===== src/rtl/alu_pkg.sv =====
// rtl/alu_pkg.sv - shared ALU control codes, widths and slot state type
package alu_pkg;

  localparam int CTRL_W     = 3;
  localparam int DATA_W_DEF = 32;
  localparam int TAG_W_DEF  = 4;

  localparam logic [CTRL_W-1:0] ALU_ADD = 3'd0;
  localparam logic [CTRL_W-1:0] ALU_SUB = 3'd1;
  localparam logic [CTRL_W-1:0] ALU_AND = 3'd2;
  localparam logic [CTRL_W-1:0] ALU_OR  = 3'd3;
  localparam logic [CTRL_W-1:0] ALU_SLT = 3'd4;

  typedef enum logic {
    SLOT_EMPTY = 1'b0,
    SLOT_FULL  = 1'b1
  } slot_state_e;

endpackage


===== src/rtl/alu_share_arbiter_if.sv =====
// rtl/alu_share_arbiter_if.sv - two-port request/response bundle of the shared ALU
interface alu_share_arbiter_if
  import alu_pkg::*;
#(
  parameter int DATA_W = DATA_W_DEF,
  parameter int TAG_W  = TAG_W_DEF
);

  logic [1:0]          req_valid_i;
  logic [1:0]          req_ready_o;
  logic [2*DATA_W-1:0] req_a_i;
  logic [2*DATA_W-1:0] req_b_i;
  logic [2*CTRL_W-1:0] req_ctrl_i;
  logic [2*TAG_W-1:0]  req_tag_i;
  logic [1:0]          rsp_valid_o;
  logic [1:0]          rsp_ready_i;
  logic [2*DATA_W-1:0] rsp_data_o;
  logic [1:0]          rsp_zero_o;
  logic [2*TAG_W-1:0]  rsp_tag_o;
  logic                prio_o;

  modport slave (
    input  req_valid_i, req_a_i, req_b_i, req_ctrl_i, req_tag_i, rsp_ready_i,
    output req_ready_o, rsp_valid_o, rsp_data_o, rsp_zero_o, rsp_tag_o, prio_o
  );

  modport master (
    output req_valid_i, req_a_i, req_b_i, req_ctrl_i, req_tag_i, rsp_ready_i,
    input  req_ready_o, rsp_valid_o, rsp_data_o, rsp_zero_o, rsp_tag_o, prio_o
  );

endinterface


===== src/rtl/alu_core.sv =====
// rtl/alu_core.sv - combinational 5-op integer ALU with zero flag
module alu_core
  import alu_pkg::*;
#(
  parameter int DATA_W = DATA_W_DEF
) (
  input  logic [DATA_W-1:0] a,
  input  logic [DATA_W-1:0] b,
  input  logic [CTRL_W-1:0] ctrl,
  output logic [DATA_W-1:0] result,
  output logic              zero
);

  always_comb begin
    result = '0;
    case (ctrl)
      ALU_ADD: result = a + b;
      ALU_SUB: result = a - b;
      ALU_AND: result = a & b;
      ALU_OR:  result = a | b;
      ALU_SLT: result = {{(DATA_W-1){1'b0}}, ($signed(a) < $signed(b))};
      default: result = '0;
    endcase
  end

  assign zero = (result == '0);

endmodule


===== src/rtl/alu_share_arbiter.sv =====
// rtl/alu_share_arbiter.sv - round-robin time-sharing of one ALU between two
// requesters, with a registered single-entry result slot per port
module alu_share_arbiter
  import alu_pkg::*;
#(
  parameter int DATA_W = DATA_W_DEF,
  parameter int TAG_W  = TAG_W_DEF
) (
  input  logic                clk_i,
  input  logic                rst_n,
  alu_share_arbiter_if.slave  bus
);

  slot_state_e         slot_q [2];
  logic [2*DATA_W-1:0] data_q;
  logic [1:0]          zero_q;
  logic [2*TAG_W-1:0]  tag_q;
  logic                prio_q;

  logic [1:0]          rsp_valid;
  logic [1:0]          eligible;
  logic [1:0]          grant;
  logic                sel;
  logic [DATA_W-1:0]   sel_a;
  logic [DATA_W-1:0]   sel_b;
  logic [CTRL_W-1:0]   sel_ctrl;
  logic [TAG_W-1:0]    sel_tag;
  logic [DATA_W-1:0]   alu_result;
  logic                alu_zero;

  always_comb begin
    rsp_valid = '0;
    for (int k = 0; k < 2; k++) begin
      rsp_valid[k] = (slot_q[k] == SLOT_FULL);
    end
  end

  // A slot being drained this cycle can take a new result at the same edge.
  assign eligible = bus.req_valid_i & (~rsp_valid | bus.rsp_ready_i);

  always_comb begin
    grant = '0;
    if (!rst_n) begin
      grant = '0;
    end else if (&eligible) begin
      grant[prio_q] = 1'b1;
    end else begin
      grant = eligible;
    end
  end

  // Port 0 is the idle default so the ALU never sees an undriven operand.
  assign sel      = grant[1];
  assign sel_a    = sel ? bus.req_a_i[DATA_W +: DATA_W]    : bus.req_a_i[0 +: DATA_W];
  assign sel_b    = sel ? bus.req_b_i[DATA_W +: DATA_W]    : bus.req_b_i[0 +: DATA_W];
  assign sel_ctrl = sel ? bus.req_ctrl_i[CTRL_W +: CTRL_W] : bus.req_ctrl_i[0 +: CTRL_W];
  assign sel_tag  = sel ? bus.req_tag_i[TAG_W +: TAG_W]    : bus.req_tag_i[0 +: TAG_W];

  alu_core #(.DATA_W(DATA_W)) u_alu_core (
    .a      (sel_a),
    .b      (sel_b),
    .ctrl   (sel_ctrl),
    .result (alu_result),
    .zero   (alu_zero)
  );

  always_ff @(posedge clk_i or negedge rst_n) begin
    if (!rst_n) begin
      for (int k = 0; k < 2; k++) begin
        slot_q[k] <= SLOT_EMPTY;
      end
      data_q <= '0;
      zero_q <= '0;
      tag_q  <= '0;
      prio_q <= 1'b0;
    end else begin
      for (int k = 0; k < 2; k++) begin
        if (grant[k]) begin
          slot_q[k]                     <= SLOT_FULL;
          data_q[k*DATA_W +: DATA_W]    <= alu_result;
          zero_q[k]                     <= alu_zero;
          tag_q[k*TAG_W +: TAG_W]       <= sel_tag;
        end else if (slot_q[k] == SLOT_FULL && bus.rsp_ready_i[k]) begin
          slot_q[k] <= SLOT_EMPTY;
        end
      end
      if (|grant) begin
        prio_q <= ~sel;
      end
    end
  end

  assign bus.req_ready_o = grant;
  assign bus.rsp_valid_o = rsp_valid;
  assign bus.rsp_data_o  = data_q;
  assign bus.rsp_zero_o  = zero_q;
  assign bus.rsp_tag_o   = tag_q;
  assign bus.prio_o      = prio_q;

endmodule


===== src/flat_wrapper.sv =====
// flat-port wrapper written by rule: the top's interface ports become plain ports
module alu_share_arbiter_flat import alu_pkg::*;
#(
  parameter int DATA_W = DATA_W_DEF,
  parameter int TAG_W  = TAG_W_DEF
)
  (clk_i, rst_n, bus_req_valid_i, bus_req_a_i, bus_req_b_i, bus_req_ctrl_i, bus_req_tag_i, bus_rsp_ready_i, bus_req_ready_o, bus_rsp_valid_o, bus_rsp_data_o, bus_rsp_zero_o, bus_rsp_tag_o, bus_prio_o);
  alu_share_arbiter_if #(.DATA_W(DATA_W), .TAG_W(TAG_W)) bus_i ();
  input  logic clk_i;
  input  logic rst_n;
  input wire logic [$bits(bus_i.req_valid_i)-1:0] bus_req_valid_i;
  input wire logic [$bits(bus_i.req_a_i)-1:0] bus_req_a_i;
  input wire logic [$bits(bus_i.req_b_i)-1:0] bus_req_b_i;
  input wire logic [$bits(bus_i.req_ctrl_i)-1:0] bus_req_ctrl_i;
  input wire logic [$bits(bus_i.req_tag_i)-1:0] bus_req_tag_i;
  input wire logic [$bits(bus_i.rsp_ready_i)-1:0] bus_rsp_ready_i;
  output wire logic [$bits(bus_i.req_ready_o)-1:0] bus_req_ready_o;
  output wire logic [$bits(bus_i.rsp_valid_o)-1:0] bus_rsp_valid_o;
  output wire logic [$bits(bus_i.rsp_data_o)-1:0] bus_rsp_data_o;
  output wire logic [$bits(bus_i.rsp_zero_o)-1:0] bus_rsp_zero_o;
  output wire logic [$bits(bus_i.rsp_tag_o)-1:0] bus_rsp_tag_o;
  output wire logic [$bits(bus_i.prio_o)-1:0] bus_prio_o;
  assign bus_i.req_valid_i = bus_req_valid_i;
  assign bus_i.req_a_i = bus_req_a_i;
  assign bus_i.req_b_i = bus_req_b_i;
  assign bus_i.req_ctrl_i = bus_req_ctrl_i;
  assign bus_i.req_tag_i = bus_req_tag_i;
  assign bus_i.rsp_ready_i = bus_rsp_ready_i;
  assign bus_req_ready_o = bus_i.req_ready_o;
  assign bus_rsp_valid_o = bus_i.rsp_valid_o;
  assign bus_rsp_data_o = bus_i.rsp_data_o;
  assign bus_rsp_zero_o = bus_i.rsp_zero_o;
  assign bus_rsp_tag_o = bus_i.rsp_tag_o;
  assign bus_prio_o = bus_i.prio_o;
  alu_share_arbiter #(.DATA_W(DATA_W), .TAG_W(TAG_W)) u_core (.clk_i(clk_i), .rst_n(rst_n), .bus(bus_i));
endmodule

===== config.mk =====
export PLATFORM = sky130hd
export DESIGN_NAME = alu_share_arbiter_flat
export DESIGN_NICKNAME = d
export VERILOG_FILES = /design/src/rtl/alu_pkg.sv /design/src/rtl/alu_share_arbiter_if.sv /design/src/rtl/alu_core.sv /design/src/rtl/alu_share_arbiter.sv /design/src/flat_wrapper.sv
export SDC_FILE = /design/constraint.sdc
export NUM_CORES = 1
export LEC_CHECK = 0
export CORE_ASPECT_RATIO = 0.6
export CORE_MARGIN = 8
export CORE_UTILIZATION = 40
export CTS_BUF_LIST = sky130_fd_sc_hd__clkbuf_16
export DETAILED_ROUTE_END_ITERATION = 6
export GPL_TIMING_DRIVEN = 0
export PLACE_DENSITY = 0.66
export SYNTH_ARGS = -nofsm -noshare
export SYNTH_HDL_FRONTEND = slang
export SYNTH_SLANG_ARGS = --single-unit

===== constraint.sdc =====
create_clock -name clk_i -period 15.98 [get_ports clk_i]
set_clock_uncertainty 0.1 [all_clocks]
set_input_delay 2.397 -clock clk_i [delete_from_list [all_inputs] [get_ports clk_i]]
set_output_delay 2.397 -clock clk_i [all_outputs]
set_load 0.1 [all_outputs]

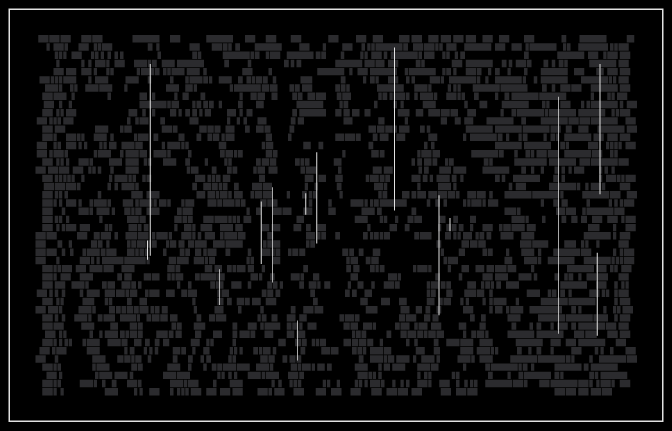
*Met4 routing*
Cells faint in the background.
wire length on this layer: 428 um
main direction: vertical
nets with wire on the layer: 13
share of all routed wire: 0.92%
longest straight run: 78.2 um
DR vias: 11515
final wirelength: 46400 um

==> flow_metrics.tcl <==
# flow metrics
set metrics [dict create \
    status "completed" \
    p_per_area_nw_per_um2 131 \
    synth_flops 77 \
    die_y_um 136 \
    critPathRequiredTime_ps 16110 \
    antenna_found_initial 0 \
    ir_drop_v 0.0000714 \
    yosysWarnings 0 \
    drt_first_iter_violations 1423 \
    grt_max_degree 52 \
    slew_viol_final 0 \
    critical_path_class "primary input to register" \
    clk_pin_slew_ps 60 \
    edf_count 0 \
    cts_buffer_depth 2 \
    grt_pass1_vias 10701 \
    wl_per_cell_um 23.9 \
    die_x_um 216 \
    cp_slowest_stage_delay_ps 940 \
    grt_pass1_wl_um 68500 \
    ant_nets 0 \
    worstReg2RegStart "u_core.bus.rsp_valid_o[1]$_DFFE_PN0P_" \
    ys_cells 1376 \
    io_pins 227 \
    hpwlAfterDp_um 38600 \
    globalplace.congestion 1.05 \
    cts_tree "done" \
    syn_nets 1627 \
    worstPathCellList "clkdlybuf4s50_1 > nand2b_1 > a211o_1 > buf_4 > buf_6 > buf_6 > clkbuf_1 > clkbuf_1 > nand2_1 > nand2_1 > ha_1 > nor4_1 > nand3_1 > a21oi_1 > nor2_1 > a221o_1 > a21oi_1 > o2111ai_1 > or4b_1 > a2111o_1 > o41ai_1" \
    crit_path_end_kind "register" \
    async_flop_share_pct 100 \
    grt_overflow 0 \
    clock-sinks 77 \
    cp_max_fo 10 \
    finalSetupTns_ps 0 \
    synth-main-ff-cell "dfrtp_1" \
    avgSynthCellArea_um2 6.98 \
    synth.largest_area_cell "dfrtp_1" \
    cts-hold-fix-buffers 0 \
    crit_start "bus_rsp_ready_i[0]" \
    coreArea_um2 23900 \
    clk_latency_ps 350 \
    numPortBuffers 225 \
    gr-usage-all-layers_pct 30.5 \
    tightest_slew_ps 1310 \
    relSlewSlack_pct 10.2 \
    hp-class "register to register" \
    yosysTopAreaCellShare_pct 20.1 \
    synthCells 1376 \
    rsz0062_at_grt "no" \
    route.detailed.drc 0 \
    post_cts_resized 0 \
    critPathArrivalTime_ps 9820 \
    yosys_area_um2 9600 \
    chip_area_um2 29400 \
    numCtsBuffers 9 \
    area_growth_syn_to_layout_pct 31.2 \
    yosysUniqueCellTypes 86 \
    yosysSeqAreaShare_pct 20.1 \
    drtPass1Iterations 6 \
    cap_violations 0 \
    fin_crit_ps 9700 \
    area_leaders "dfrtp_1 20%, nand2_1 13%, ha_1 13%, o21ai_0 5.5%, a21oi_1 4.4%" \
    final-setup-viol-count 0 \
    nets 1865 \
    leakage_nw 5.76 \
    synth_area_um2 9600 \
    power.total_mw 1.65 \
    fp-utilization_pct 40.2 \
    period_used_pct 60.7 \
    num_rows 44 \
    warnings 95 \
    setup.worst_path.start_class "primary input" \
    cts_setup_buffers 0 \
    clockRootBuffer "clkbuf_16" \
    final_hold_viol_count 0 \
    synth.most_common_cell "nand2_1" \
    synthTopCellsByCount "345 x nand2_1, 106 x o21ai_0, 101 x ha_1, 93 x inv_1, 88 x nor2_1" \
    fmax_mhz 103 \
    layout-drive-gt1-share_pct 4.26 \
    cts_max_level 3 \
    critical_path.slowest_cell "nor4_1" \
    viasPerCell 5.93 \
    worstHoldStart "u_core.bus.rsp_data_o[48]$_DFFE_PN0N_" \
]
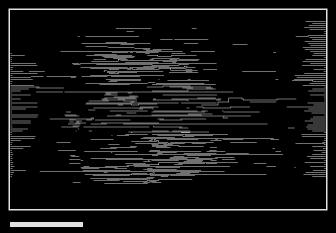
*The metal 3 layer*
Bar = 50 um.
share of all routed wire: 14%
wire length on this layer: 6340 um
GR Util met3: 9.89%

==> area by class of cell <==
type | count | area, um2
diodes | 1 | 2.50
plain buffers | 80 | 349
clock buffers | 9 | 225
clock inverters | 6 | 86.3
fillers | 2440 | 11300
inverters | 97 | 367
multi-input cells | 1122 | 6960
flip-flops and latches | 77 | 1930
well taps | 322 | 403
repair buffers | 227 | 2280
==> kinds of logic after synthesis <==
logic type / Yosys count / share of synthesized area [%]
and+or+nand+nor: 570 / 25.9
AOI/OAI and AO/OA: 400 / 27.9
buffers and inverters: 177 / 7.45
adders and majority gates: 103 / 13.6
DFF: 77 / 20.1
muxes: 37 / 4.04
xor gates and xnor gates: 12 / 1.09
==> cell usage in the layout, fill, tap and decap left out, types with 5 or more instances in the layout <==
cell type and instances:
nor2_1 88, o21a_1 6, o21ai_1 6, o221ai_1 8, a211oi_1 31, a221oi_1 6, or3_1 5, a221o_1 5
clkbuf_16 9, nand3_1 16, o31ai_1 12, nand4_1 16, mux2i_1 23, nor3_1 21, dfrtp_1 77, buf_2 16
nand2b_1 17, o21bai_1 8, clkbuf_1 55, o211ai_1 16, a21oi_1 84, inv_1 93, mux2_2 12, a21o_1 22
a31oi_1 10, buf_1 5, xnor2_1 9, nand2_1 345, nor3b_1 7, clkdlybuf4s50_1 224, a311oi_1 6, nor2b_1 18
o21ai_0 106, ha_1 101, nor4_1 12
==> where the power goes <==
part / internal, mW / switching (mW)
Clock: 0.136 / 0.0846
Combinational: 0.301 / 0.851
Sequential: 0.251 / 0.0309
Total: 0.687 / 0.967
==> worst max-delay path: cells and delay by family <==
kind	cells	cell delay [ps]
simple gates	7	2430
buf+inv	6	2270
compound gates	7	2350
fa+ha+maj	1	340
==> worst paths after layout <==
kind                                                          to  slack (ps)  depth (start not counted)
setup / recovery            u_core.bus.rsp_zero_o[1]$_DFFE_PN0N_        6280                         21
hold / removal             u_core.bus.rsp_data_o[48]$_DFFE_PN0N_         370                          2
setup reg to reg            u_core.bus.rsp_zero_o[1]$_DFFE_PN0N_        8450                         20
hold reg to reg            u_core.bus.rsp_data_o[48]$_DFFE_PN0N_         370                          2
max in group asynchronous   u_core.bus.rsp_zero_o[1]$_DFFE_PN0N_       13300                          2
min in group asynchronous  u_core.bus.rsp_data_o[21]$_DFFE_PN0P_        1880                          1
==> layer usage <==
metal | global-route usage, % | share of wire [%] | up-vias
li1 | - | - | 5311
met1 | 46.9 | 48 | 5442
met2 | 40.3 | 37 | 729
met3 | 9.89 | 14 | 33
met4 | 5.09 | 0.92 | 0
met5 | 0 | 0 | -
==> registers in the layout (all words and copies together) (netlist names) <==
name	cells
u_core.bus.rsp_tag_o	8
u_core.bus.prio_o	1
u_core.bus.rsp_zero_o	2
u_core.bus.rsp_data_o	64
u_core.bus.rsp_valid_o	2
==> per-stage QoR <==
step	hold WS [ps]	area (um2)	setup slack, ps	utilization (%)	instances
floorplan	857	9600	8250	-	1376
global placement	352	12300	3130	51.3	1923
CTS	379	12600	6590	52.7	1940
global route	404	12600	6020	52.7	1940
detailed placement	364	12300	6260	51.4	1925
finish	373	12600	6280	52.8	1941
Power and IR drop assume default switching activity.
